**src/rtl/adc_seq_pkg.sv**
```systemverilog
// adc_seq_pkg: shared types and constants for the SAR ADC sequencer.
//   seq_state_t  - sequencer state encoding
//   *LenW        - widths of the programmable phase-length fields
//   GapMax       - largest supported inter-phase gap
//   len_load     - timer reload value for a phase of max(len,1) cycles
//   phase_load   - reload value for the phase about to be entered
package adc_seq_pkg;

   typedef enum logic [2:0] {
      StIdle,
      StInit,
      StSamp,
      StComp,
      StUpdate,
      StGap,
      StDone
   } seq_state_t;

   localparam int unsigned InitLenW   = 4;
   localparam int unsigned SampLenW   = 8;
   localparam int unsigned CompLenW   = 4;
   localparam int unsigned UpdateLenW = 4;
   localparam int unsigned GapMax     = 3;
   localparam int unsigned TimerW     = 8;

   // The timer counts down to zero inclusive, so a phase of L cycles loads L-1.
   // A programmed length of 0 behaves as 1.
   function automatic logic [TimerW-1:0] len_load(input logic [TimerW-1:0] len);
      return (len == '0) ? '0 : len - TimerW'(1);
   endfunction

   function automatic logic [TimerW-1:0] phase_load(
      input seq_state_t             ph,
      input logic [SampLenW-1:0]    samp_len,
      input logic [CompLenW-1:0]    comp_len,
      input logic [UpdateLenW-1:0]  update_len
   );
      logic [TimerW-1:0] len;
      case (ph)
         StSamp:   len = TimerW'(samp_len);
         StComp:   len = TimerW'(comp_len);
         StUpdate: len = TimerW'(update_len);
         default:  len = '0;
      endcase
      return len_load(len);
   endfunction

endpackage

```
**src/rtl/seq_phase_timer.sv**
```systemverilog
// seq_phase_timer: loadable down-counter shared by every phase and gap.
//   clk, rst_n  - clock, asynchronous active-low reset
//   load_i      - reload the counter with load_val_i (wins over counting)
//   load_val_i  - cycles remaining minus one
//   done_o      - counter is at zero: current cycle is the last of the phase
module seq_phase_timer #(
   parameter int unsigned W = 8
) (
   input  logic         clk,
   input  logic         rst_n,
   input  logic         load_i,
   input  logic [W-1:0] load_val_i,
   output logic         done_o
);

   logic [W-1:0] cnt_d, cnt_q;

   always_comb begin
      cnt_d = cnt_q;
      if (load_i) begin
         cnt_d = load_val_i;
      end else if (cnt_q != '0) begin
         cnt_d = cnt_q - W'(1);
      end
   end

   always_ff @(posedge clk or negedge rst_n) begin
      if (!rst_n) begin
         cnt_q <= '0;
      end else begin
         cnt_q <= cnt_d;
      end
   end

   assign done_o = (cnt_q == '0);

endmodule

```
**src/rtl/adc_sequencer.sv**
```systemverilog
// adc_sequencer: SAR conversion timing generator.
//   start / cont_mode      - single-shot request / automatic restart after DONE
//   cfg_*_len, cfg_ncycles - phase lengths and compare/update pair count, latched at start
//   comp_out               - comparator decision, captured at the end of each compare phase
//   seq_init/samp/comp/update, busy - registered strobes and activity flag
//   result, result_valid   - last conversion (first decision in bit N-1) and its update pulse
module adc_sequencer
   import adc_seq_pkg::*;
#(
   parameter int unsigned MAX_CYCLES = 16,
   parameter int unsigned GAP        = 1,
   parameter int unsigned NCW        = $clog2(MAX_CYCLES + 1)
) (
   input  logic                  clk,
   input  logic                  rst_n,
   input  logic                  start,
   input  logic                  cont_mode,
   input  logic [InitLenW-1:0]   cfg_init_len,
   input  logic [SampLenW-1:0]   cfg_samp_len,
   input  logic [CompLenW-1:0]   cfg_comp_len,
   input  logic [UpdateLenW-1:0] cfg_update_len,
   input  logic [NCW-1:0]        cfg_ncycles,
   input  logic                  comp_out,
   output logic                  seq_init,
   output logic                  seq_samp,
   output logic                  seq_comp,
   output logic                  seq_update,
   output logic                  busy,
   output logic [MAX_CYCLES-1:0] result,
   output logic                  result_valid
);

   // Out-of-range gaps saturate at the largest supported value.
   localparam int unsigned GapEff = (GAP > GapMax) ? GapMax : GAP;
   localparam logic [TimerW-1:0] GapLoad = (GapEff == 0) ? '0 : TimerW'(GapEff - 1);

   seq_state_t state_d, state_q, next_d, next_q, adv_to;
   logic adv, start_conv;
   logic [SampLenW-1:0]   samp_len_d, samp_len_q;
   logic [CompLenW-1:0]   comp_len_d, comp_len_q;
   logic [UpdateLenW-1:0] update_len_d, update_len_q;
   logic [NCW-1:0]        pairs_d, pairs_q, n_eff;
   logic [MAX_CYCLES-1:0] shreg_d, shreg_q, result_d, result_q;
   logic seq_init_d, seq_init_q, seq_samp_d, seq_samp_q;
   logic seq_comp_d, seq_comp_q, seq_update_d, seq_update_q;
   logic busy_d, busy_q, result_valid_d, result_valid_q;
   logic tmr_load, tmr_done;
   logic [TimerW-1:0] tmr_val;

   seq_phase_timer #(
      .W (TimerW)
   ) u_timer (
      .clk        (clk),
      .rst_n      (rst_n),
      .load_i     (tmr_load),
      .load_val_i (tmr_val),
      .done_o     (tmr_done)
   );

   always_comb begin
      if (cfg_ncycles == '0) begin
         n_eff = NCW'(1);
      end else if (cfg_ncycles > NCW'(MAX_CYCLES)) begin
         n_eff = NCW'(MAX_CYCLES);
      end else begin
         n_eff = cfg_ncycles;
      end
   end

   always_comb begin
      state_d      = state_q;
      next_d       = next_q;
      samp_len_d   = samp_len_q;
      comp_len_d   = comp_len_q;
      update_len_d = update_len_q;
      pairs_d      = pairs_q;
      shreg_d      = shreg_q;
      tmr_load     = 1'b0;
      tmr_val      = '0;
      adv          = 1'b0;
      adv_to       = StIdle;
      start_conv   = 1'b0;

      case (state_q)
         StIdle: start_conv = start;
         StInit: begin
            if (tmr_done) begin
               adv    = 1'b1;
               adv_to = StSamp;
            end
         end
         StSamp: begin
            if (tmr_done) begin
               adv    = 1'b1;
               adv_to = StComp;
            end
         end
         StComp: begin
            if (tmr_done) begin
               shreg_d = {shreg_q[MAX_CYCLES-2:0], comp_out};
               adv     = 1'b1;
               adv_to  = StUpdate;
            end
         end
         StUpdate: begin
            if (tmr_done) begin
               adv = 1'b1;
               if (pairs_q == NCW'(1)) begin
                  adv_to = StDone;
               end else begin
                  pairs_d = pairs_q - NCW'(1);
                  adv_to  = StComp;
               end
            end
         end
         StGap: begin
            if (tmr_done) begin
               state_d  = next_q;
               tmr_load = 1'b1;
               tmr_val  = phase_load(next_q, samp_len_q, comp_len_q, update_len_q);
            end
         end
         // DONE doubles as the gap before an automatic restart.
         StDone: begin
            if (cont_mode) begin
               start_conv = 1'b1;
            end else begin
               state_d = StIdle;
            end
         end
         default: state_d = StIdle;
      endcase

      // Automatic restarts re-latch the configuration just like a fresh start.
      // The init length goes straight into the timer, so it needs no holding flop.
      if (start_conv) begin
         state_d      = StInit;
         samp_len_d   = cfg_samp_len;
         comp_len_d   = cfg_comp_len;
         update_len_d = cfg_update_len;
         pairs_d      = n_eff;
         shreg_d      = '0;
         tmr_load     = 1'b1;
         tmr_val      = len_load(TimerW'(cfg_init_len));
      end

      if (adv) begin
         tmr_load = 1'b1;
         if (GapEff == 0) begin
            state_d = adv_to;
            tmr_val = phase_load(adv_to, samp_len_q, comp_len_q, update_len_q);
         end else begin
            state_d = StGap;
            next_d  = adv_to;
            tmr_val = GapLoad;
         end
      end

      // Outputs are registered copies of the upcoming state so they stay glitch-free.
      seq_init_d     = (state_d == StInit);
      seq_samp_d     = (state_d == StSamp);
      seq_comp_d     = (state_d == StComp);
      seq_update_d   = (state_d == StUpdate);
      busy_d         = (state_d != StIdle);
      result_valid_d = (state_d == StDone);
      result_d       = (state_d == StDone) ? shreg_q : result_q;
   end

   always_ff @(posedge clk or negedge rst_n) begin
      if (!rst_n) begin
         state_q        <= StIdle;
         next_q         <= StIdle;
         samp_len_q     <= '0;
         comp_len_q     <= '0;
         update_len_q   <= '0;
         pairs_q        <= '0;
         shreg_q        <= '0;
         result_q       <= '0;
         seq_init_q     <= 1'b0;
         seq_samp_q     <= 1'b0;
         seq_comp_q     <= 1'b0;
         seq_update_q   <= 1'b0;
         busy_q         <= 1'b0;
         result_valid_q <= 1'b0;
      end else begin
         state_q        <= state_d;
         next_q         <= next_d;
         samp_len_q     <= samp_len_d;
         comp_len_q     <= comp_len_d;
         update_len_q   <= update_len_d;
         pairs_q        <= pairs_d;
         shreg_q        <= shreg_d;
         result_q       <= result_d;
         seq_init_q     <= seq_init_d;
         seq_samp_q     <= seq_samp_d;
         seq_comp_q     <= seq_comp_d;
         seq_update_q   <= seq_update_d;
         busy_q         <= busy_d;
         result_valid_q <= result_valid_d;
      end
   end

   assign seq_init     = seq_init_q;
   assign seq_samp     = seq_samp_q;
   assign seq_comp     = seq_comp_q;
   assign seq_update   = seq_update_q;
   assign busy         = busy_q;
   assign result       = result_q;
   assign result_valid = result_valid_q;

endmodule
```
**config.mk**
```make
export PLATFORM = sky130hd
export DESIGN_NAME = adc_sequencer
export DESIGN_NICKNAME = d
export VERILOG_FILES = /design/src/rtl/adc_seq_pkg.sv /design/src/rtl/seq_phase_timer.sv /design/src/rtl/adc_sequencer.sv
export SDC_FILE = /design/constraint.sdc
export NUM_CORES = 1
export LEC_CHECK = 0
export CORE_ASPECT_RATIO = 1.25
export CORE_UTILIZATION = 54
export DETAILED_ROUTE_END_ITERATION = 16
export PLACE_DENSITY_LB_ADDON = 0.1
export SLEW_MARGIN = 20
export SYNTH_ARGS = -nofsm -noshare
export SYNTH_HDL_FRONTEND = slang
export SYNTH_SLANG_ARGS = --single-unit
```
**constraint.sdc**
```tcl
create_clock -name clk -period 3.3 [get_ports clk]
set_input_delay 0.825 -clock clk [delete_from_list [all_inputs] [get_ports clk]]
set_output_delay 0.825 -clock clk [all_outputs]
set_load 0.02 [all_outputs]
```
**Run 1: where the registers sit**

(6 px per um) Other sequential cells in the stronger grey, the rest of the logic in the fainter grey.
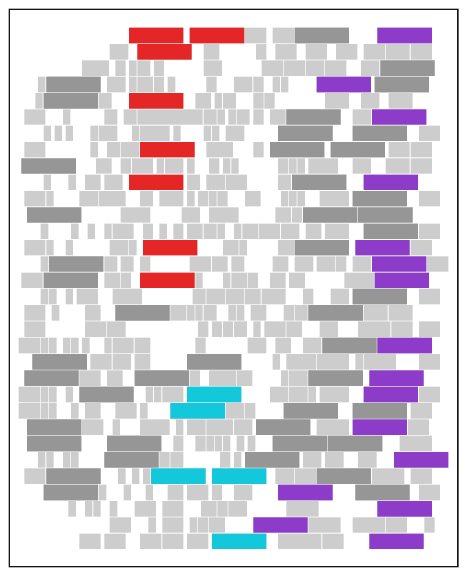
| colour | name in the netlist | flops |
|---|---|---|
| purple | `result` | 16 |
| cyan | `pairs_q` | 5 |
| red | `u_timer.cnt_q` | 8 |
not coloured: 44
Flop area: 1830 um^2
Final Util: 0.701
fraction of area in registers: 0.417

**Run 1: routed metal per tile**

(4 px per um) 15 x 19 tiles, from dark blue (low) to red (high), scaled to the fullest tile. Values are wire area over tile area, all layers added.
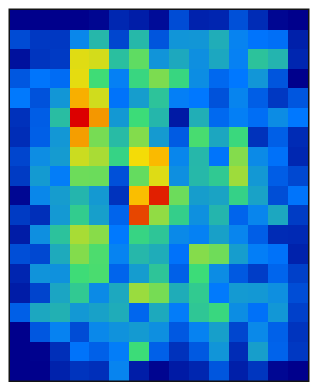
nearly empty tiles: 6.0%
densest ninth of the die: centre
fullest tile: 0.53
Global Route Usage Sum: 0.227
final wirelength: 6.91 mm
DR WL/cell: 14.1 um
Via Count: 2791

==> job_summary.md, run 1 <==
## Synthesis and layout report

| Metric | Value |
|---|---|
| Status | `complete, no violations` |
| Vias/cell | `between 5 and 6` |
| Pre-antenna DRT Iters | `4` |
| H-tree Lvls | `3` |
| Unrepaired setup endpoints after global routing | `false` |
| Met3 wire length | `about 250 um` |
| YS chip area | `roughly 3500 um^2` |
| Core Region | `roughly 6200 um^2` |
| Iteration-0 DRC Markers | `152` |
| Clk buf depth | `2` |
| Half-perimeter wire length after placement | `4.95 mm` |
| F_max | `0.333 GHz` |
| Initial antenna violation count | `0` |
| Synth warnings | `0` |
| Top-area cell type share of the netlist area | `0.515` |
| Startpoint Class | `flop` |
| Buffer and inverter count on the worst path | `2` |
| Internal power | `roughly 0.002 W` |
| Async set or reset register ratio after synthesis | `1.00` |
| Reg2reg start | `u_timer.cnt_q[0]$_DFFE_PN0P_` |
| Chip Height | `about 90 um` |
| Worst IR Drop VDD | `405 uV` |
| Critical-path top delay cell | `or4_1` |
| Remaining Overflow, GRT | `0` |
| Synthesis-to-finish area growth | `23.3%` |
| P_leak | `~2.0 nW` |
| Commonest cells after routing, fill and taps aside | `dfrtp_1 (73), nand2_1 (66), clkdlybuf4s50_1 (50)` |
| Clock Skews | `around 0.0076 ns` |
| Worst-Margin Slew | `0.747 ns` |
| FP Rows | `32` |
| Post-CTS Setup Bufs | `0` |
| Switching share of total power | `0.359` |
| Final Non-Filler Cells | `between 400 and 500` |
| Total CTS buffers | `9` |
| Reg2Reg Capture Point | `result[8]$_DFFE_PN0P_` |
| Routability cong. | `~0.89` |
| Yosys cell count | `between 300 and 400` |
| Seq group | `0.00134 W` |
| Switch Pwr | `between 0.001 and 0.0015 W` |
| Final WS setup | `0.293 ns` |
| Worst r2r path cells | `8` |
| Synth Net Count | `~380` |
| Layout cells sized above 1 | `0.131` |
| Met2 wire len | `3.64 mm` |
| Commonest Layout Cell | `dfrtp_1` |
| Pwr top | `sequential cells` |
| Synth Seq Share | `0.515` |
| Hold Crit Depth | `2` |
| Post-CTS Hold Buffers | `0` |
| DR top layer | `met4` |
| Cell chain of the critical path | `inv_1 > ha_1 > or4b_1 > or4_1 > a311o_1 > or3b_1 > buf_4 > mux2_4` |
| Registers, synthesis | `between 70 and 80` |
| Syn_area_per_cell | `just over 10 um^2` |
| DIE WIDTH | `approximately 75 um` |
| Setup_tns | `0 ns` |
| Synth top cell by count | `dfrtp_1` |
| Drt drc | `0` |
| Largest cells by area | `dfrtp_1 (51%), nand2_1 (7.0%), a22o_1 (3.9%), mux2_4 (3.8%), mux2_2 (2.5%)` |
| Root buffer cell | `clkbuf_8` |
| Hold path start | `update_len_q[2]$_DFFE_PN0P_` |
| Post-Syn Area | `~3500 um^2` |
| Fillers | `522` |
| Routed length on met1 | `around 2.9 mm` |
| Hold Path Sink | `update_len_q[2]$_DFFE_PN0P_` |
| Hold_ws | `about 0.47 ns` |
| First-pass GRT wire length | `12.1 mm` |
| Maximum fanout along the worst path | `17` |
**Run 1: cell placement**

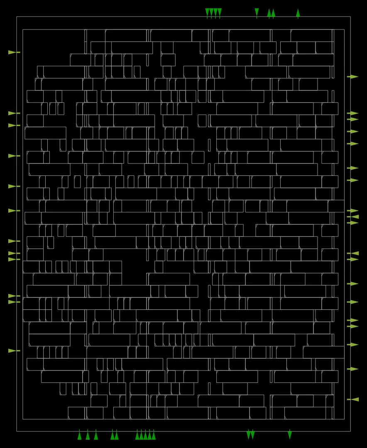
sequential cell count: 73
well-tap cell count: 85

**Run 1: wires at chosen ports, followed through buffers**

(4 px per um)
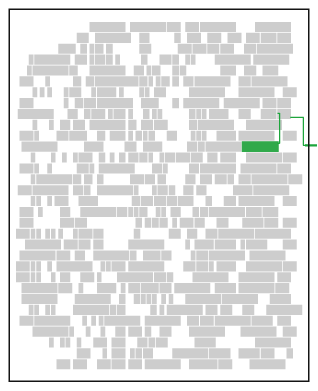
| colour | port | bits | direction | edge | end cells | buffers | wire |
|---|---|---|---|---|---|---|---|
| green | `seq_update` | 1 | output | right | 1 | 1 | 19.3 um |
I/O Buffers: 51
I/O pins: 52

-- run 1: cell type report --
type / instances / area, um^2 / share of cell area
repair buffers: 61 / 593 / 0.136
well taps: 85 / 106 / 0.0243
clock inverters: 4 / 52.6 / 0.0120
clock buffers: 12 / 145 / 0.0332
flip-flops and latches: 73 / 1830 / 0.417
multi-input cells: 245 / 1610 / 0.368
inverters: 11 / 41.3 / 0.00943
-- run 1: how the worst max path moves through the flow --
| stage | endpoint | cells after the start |
|---|---|---|
| after global placement | result[1]$_DFFE_PN0P_ | 7 |
| after floorplan | result[10]$_DFFE_PN0P_ | 9 |
| after global routing | result[8]$_DFFE_PN0P_ | 8 |
| after CTS | result[8]$_DFFE_PN0P_ | 8 |
| final | result[8]$_DFFE_PN0P_ | 8 |
| after detailed placement | result[4]$_DFFE_PN0P_ | 7 |
-- run 1: layer usage --
| metal | vias to the layer above | GRT usage |
|---|---|---|
| met4 | 0 | 0.0786 |
| li1 | 1353 | - |
| met5 | - | 0 |
| met1 | 1352 | 0.260 |
| met2 | 72 | 0.406 |
| met3 | 14 | 0.0479 |
-- run 1: through the flow --
stage,util,area [um^2]
after floorplan,-,3550
after global placement,0.669,4180
after detailed placement,0.669,4180
after CTS,0.701,4380
after global routing,0.701,4380
final,0.701,4380
-- run 1: cells by family (layout without fill, tap and decap cells) --
logic type                 Yosys count  count (layout)  synth area share
DFF                                 73              73             0.515
and+or+nand+nor                    141             141             0.202
muxes                               17              17            0.0634
buffers and inverters               28              88            0.0338
xor gates and xnor gates             8               8            0.0197
adders and majority gates            5               5            0.0176
AOI/OAI and AO/OA                   74              74             0.149
**Run 1: metal layers overlaid**

(4 px per um) Only two layers are drawn.
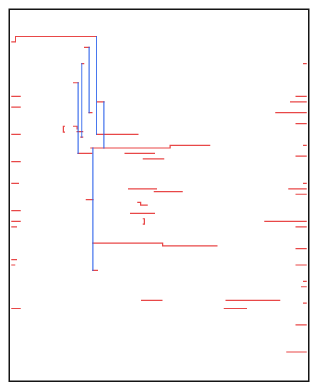

==> inputs of run 2 (changes only) <==
CTS_CLUSTER_SIZE = 30   (was default)
SKIP_LAST_GASP = 1   (was default)
clock period = 3 ns   (was 3.3 ns; I/O delays follow)
**Run 2: metal layers overlaid**

(4 px per um) Only two layers are drawn.
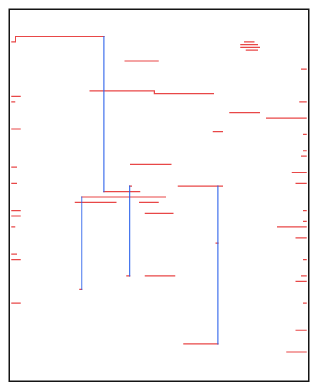
| colour | layer | wire length |
|---|---|---|
| red | M3 | 239 um |
| blue | M4 | 124 um |
DR WL/cell: 15.0 um
Global Route Usage Sum: 0.254
final wirelength: 7.48 mm

**Run 2: cell placement**

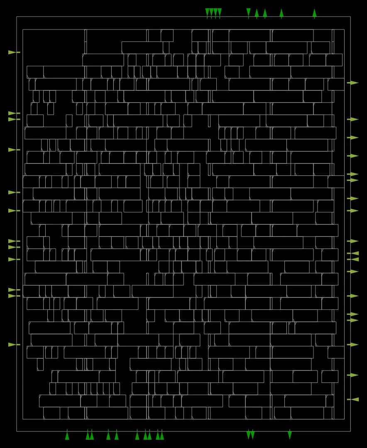
Final Non-Filler Cells: 500
fillers: 479

**Run 2: where the registers sit**

(6 px per um) Other sequential cells in the stronger grey, the rest of the logic in the fainter grey.
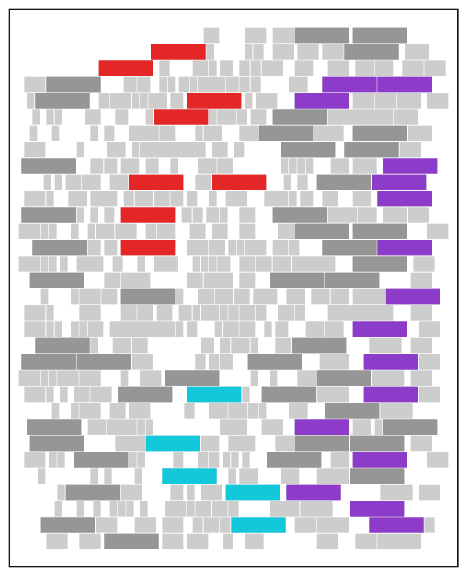
| colour | name in the netlist | flops |
|---|---|---|
| red | `u_timer.cnt_q` | 8 |
| purple | `result` | 16 |
| cyan | `pairs_q` | 5 |
not coloured: 44
fraction of area in registers: 0.404
Seq group: 0.00143 W

==> job_summary.md, run 2 <==
## Synthesis and layout report

| Metric | Value |
|---|---|
| Synth Area in XOR/XNOR | `0.0197 (unchanged)` |
| Largest cells by area | `dfrtp_1 (51%), nand2_1 (7.0%), a22o_1 (3.9%), mux2_4 (3.8%), mux2_2 (2.5%) (unchanged)` |
| Worst r2r path cells | `8 (unchanged)` |
| Chip Height | `92.6 um (unchanged)` |
| Mux cell area share | `0.0634 (unchanged)` |
| H-tree Lvls | `3 (unchanged)` |
| Unrepaired setup endpoints after global routing | `false (unchanged)` |
| Pre-antenna DRT Iters | `4 (unchanged)` |
| Placed cell area | `4260 um^2 (was 4180 um^2)` |
| Core Region | `6250 um^2 (unchanged)` |
| Drt drc | `0 (unchanged)` |
| Yosys cell count | `346 (unchanged)` |
| Worst Setup EP | `result[12]$_DFFE_PN0P_ (was result[8]$_DFFE_PN0P_)` |
| F_max | `0.349 GHz (was 0.333 GHz)` |
| Reg2Reg Capture Point | `result[12]$_DFFE_PN0P_ (was result[8]$_DFFE_PN0P_)` |
| Iteration-0 DRC Markers | `129 (was 152)` |
| Synth warnings | `0 (unchanged)` |
| Root buffer cell | `clkbuf_8 (unchanged)` |
| Async set or reset register ratio after synthesis | `1.00 (unchanged)` |
| Half-perimeter wire length after placement | `5.03 mm (was 4.95 mm)` |
| Synth top cell by count | `dfrtp_1 (unchanged)` |
| Post-Syn Area | `3550 um^2 (unchanged)` |
| Commonest cells after routing, fill and taps aside | `dfrtp_1 (73), nand2_1 (66), clkdlybuf4s50_1 (50) (unchanged)` |
| I/O Buffers | `51 (unchanged)` |
| Top-area cell type share of the netlist area | `0.515 (unchanged)` |
| FP Rows | `32 (unchanged)` |
| Remaining Overflow, GRT | `0 (unchanged)` |
| Switching share of total power | `0.340 (was 0.359)` |
| P_leak | `2.08 nW (was 2.00 nW)` |
| Internal power | `0.00245 W (was 0.00196 W)` |
| Synth Seq Share | `0.515 (unchanged)` |
| Startpoint Class | `flop (unchanged)` |
| Final WS setup | `0.136 ns (was 0.293 ns)` |
| Hold_ws | `0.438 ns (was 0.468 ns)` |
| Status | `complete, no violations (unchanged)` |
| First-pass GRT wire length | `13.3 mm (was 12.1 mm)` |
| Initial antenna violation count | `0 (unchanged)` |
| Layout cells sized above 1 | `0.152 (was 0.131)` |
| Crit. End Element | `flop (unchanged)` |
| Via Count | `2817 (was 2791)` |
| Yosys aoi share | `0.149 (unchanged)` |
| Post-route cell area | `4520 um^2 (was 4380 um^2)` |
| Clk buf depth | `2 (unchanged)` |
| Routability cong. | `0.871 (was 0.895)` |
| Setup_tns | `0 ns (unchanged)` |
| Post-synthesis adder-cell area fraction | `0.0176 (unchanged)` |
| Worst IR Drop VDD | `586 uV (was 405 uV)` |
| Post-CTS Setup Bufs | `0 (unchanged)` |
| Synthesis-to-finish area growth | `27.5% (was 23.3%)` |
| Switch Pwr | `0.00127 W (was 0.00110 W)` |
| DIE WIDTH | `74.5 um (unchanged)` |
| Vias/cell | `5.63 (was 5.68)` |
| Commonest Layout Cell | `dfrtp_1 (unchanged)` |
| Cell chain of the critical path | `inv_1 > ha_1 > or4b_1 > or4_1 > a311o_1 > or3b_1 > buf_12 > mux2_4 (was inv_1 > ha_1 > or4b_1 > or4_1 > a311o_1 > or3b_1 > buf_4 > mux2_4)` |
| Post-CTS Hold Buffers | `0 (unchanged)` |
| Critical-path top delay cell | `or4_1 (unchanged)` |
| I/O pins | `52 (unchanged)` |
==> run 2: cell counts after synthesis <==
No cell type changed its count.
==> run 2: power groups by stage <==
stage	logic [W]	registers (W)	clock network, W
CTS	0.00127	0.00143	0.00104
floorplan	0.000865	0.00140	0
detailed placement	0.00126	0.00144	0
finish	0.00126	0.00143	0.00103
global placement	0.00122	0.00144	0
global route	0.00143	0.00146	0.00108
==> run 2: cells by family (layout without fill, tap and decap cells) <==
| group | count (synthesis) | count (layout) |
|---|---|---|
| multiplexers | 17 | 17 |
| adder cells (fa/ha/maj) | 5 | 5 |
| AND/OR/NAND/NOR | 141 | 141 |
| flip-flops | 73 | 73 |
| XOR/XNOR | 8 | 8 |
| AND-OR/OR-AND | 74 | 74 |
| buffers and inverters | 28 | 97 |
==> run 2: per-layer routing <==
metal | routed length (um) | track usage | part of all wire | vias up
met5 | 0 | 0 | 0 | -
met4 | 123 | 0.108 | 0.016 | 0
met3 | 239 | 0.0490 | 0.032 | 9
met2 | 3860 | 0.409 | 0.52 | 66
met1 | 3260 | 0.330 | 0.44 | 1372
li1 | - | - | - | 1370
==> run 2: final cells by class <==
cell class	instances	area [um^2]
repair buffers	70	673
inverters	11	41.3
clock buffers	10	128
fillers	479	1720
flip-flops and latches	73	1830
clock inverters	6	138
well taps	85	106
multi-input cells	245	1610
==> run 2: critical path: cells and delay by family (launching register included) <==
kind | cells | cell delay (ns)
and+or+nand+nor | 3 | 1.32
DFF | 1 | 0.38
AOI/OAI and AO/OA | 1 | 0.34
muxes | 1 | 0.30
buffers and inverters | 2 | 0.24
adders and majority gates | 1 | 0.17
Power figures rest on the tool's default switching activity, not on a simulated workload.
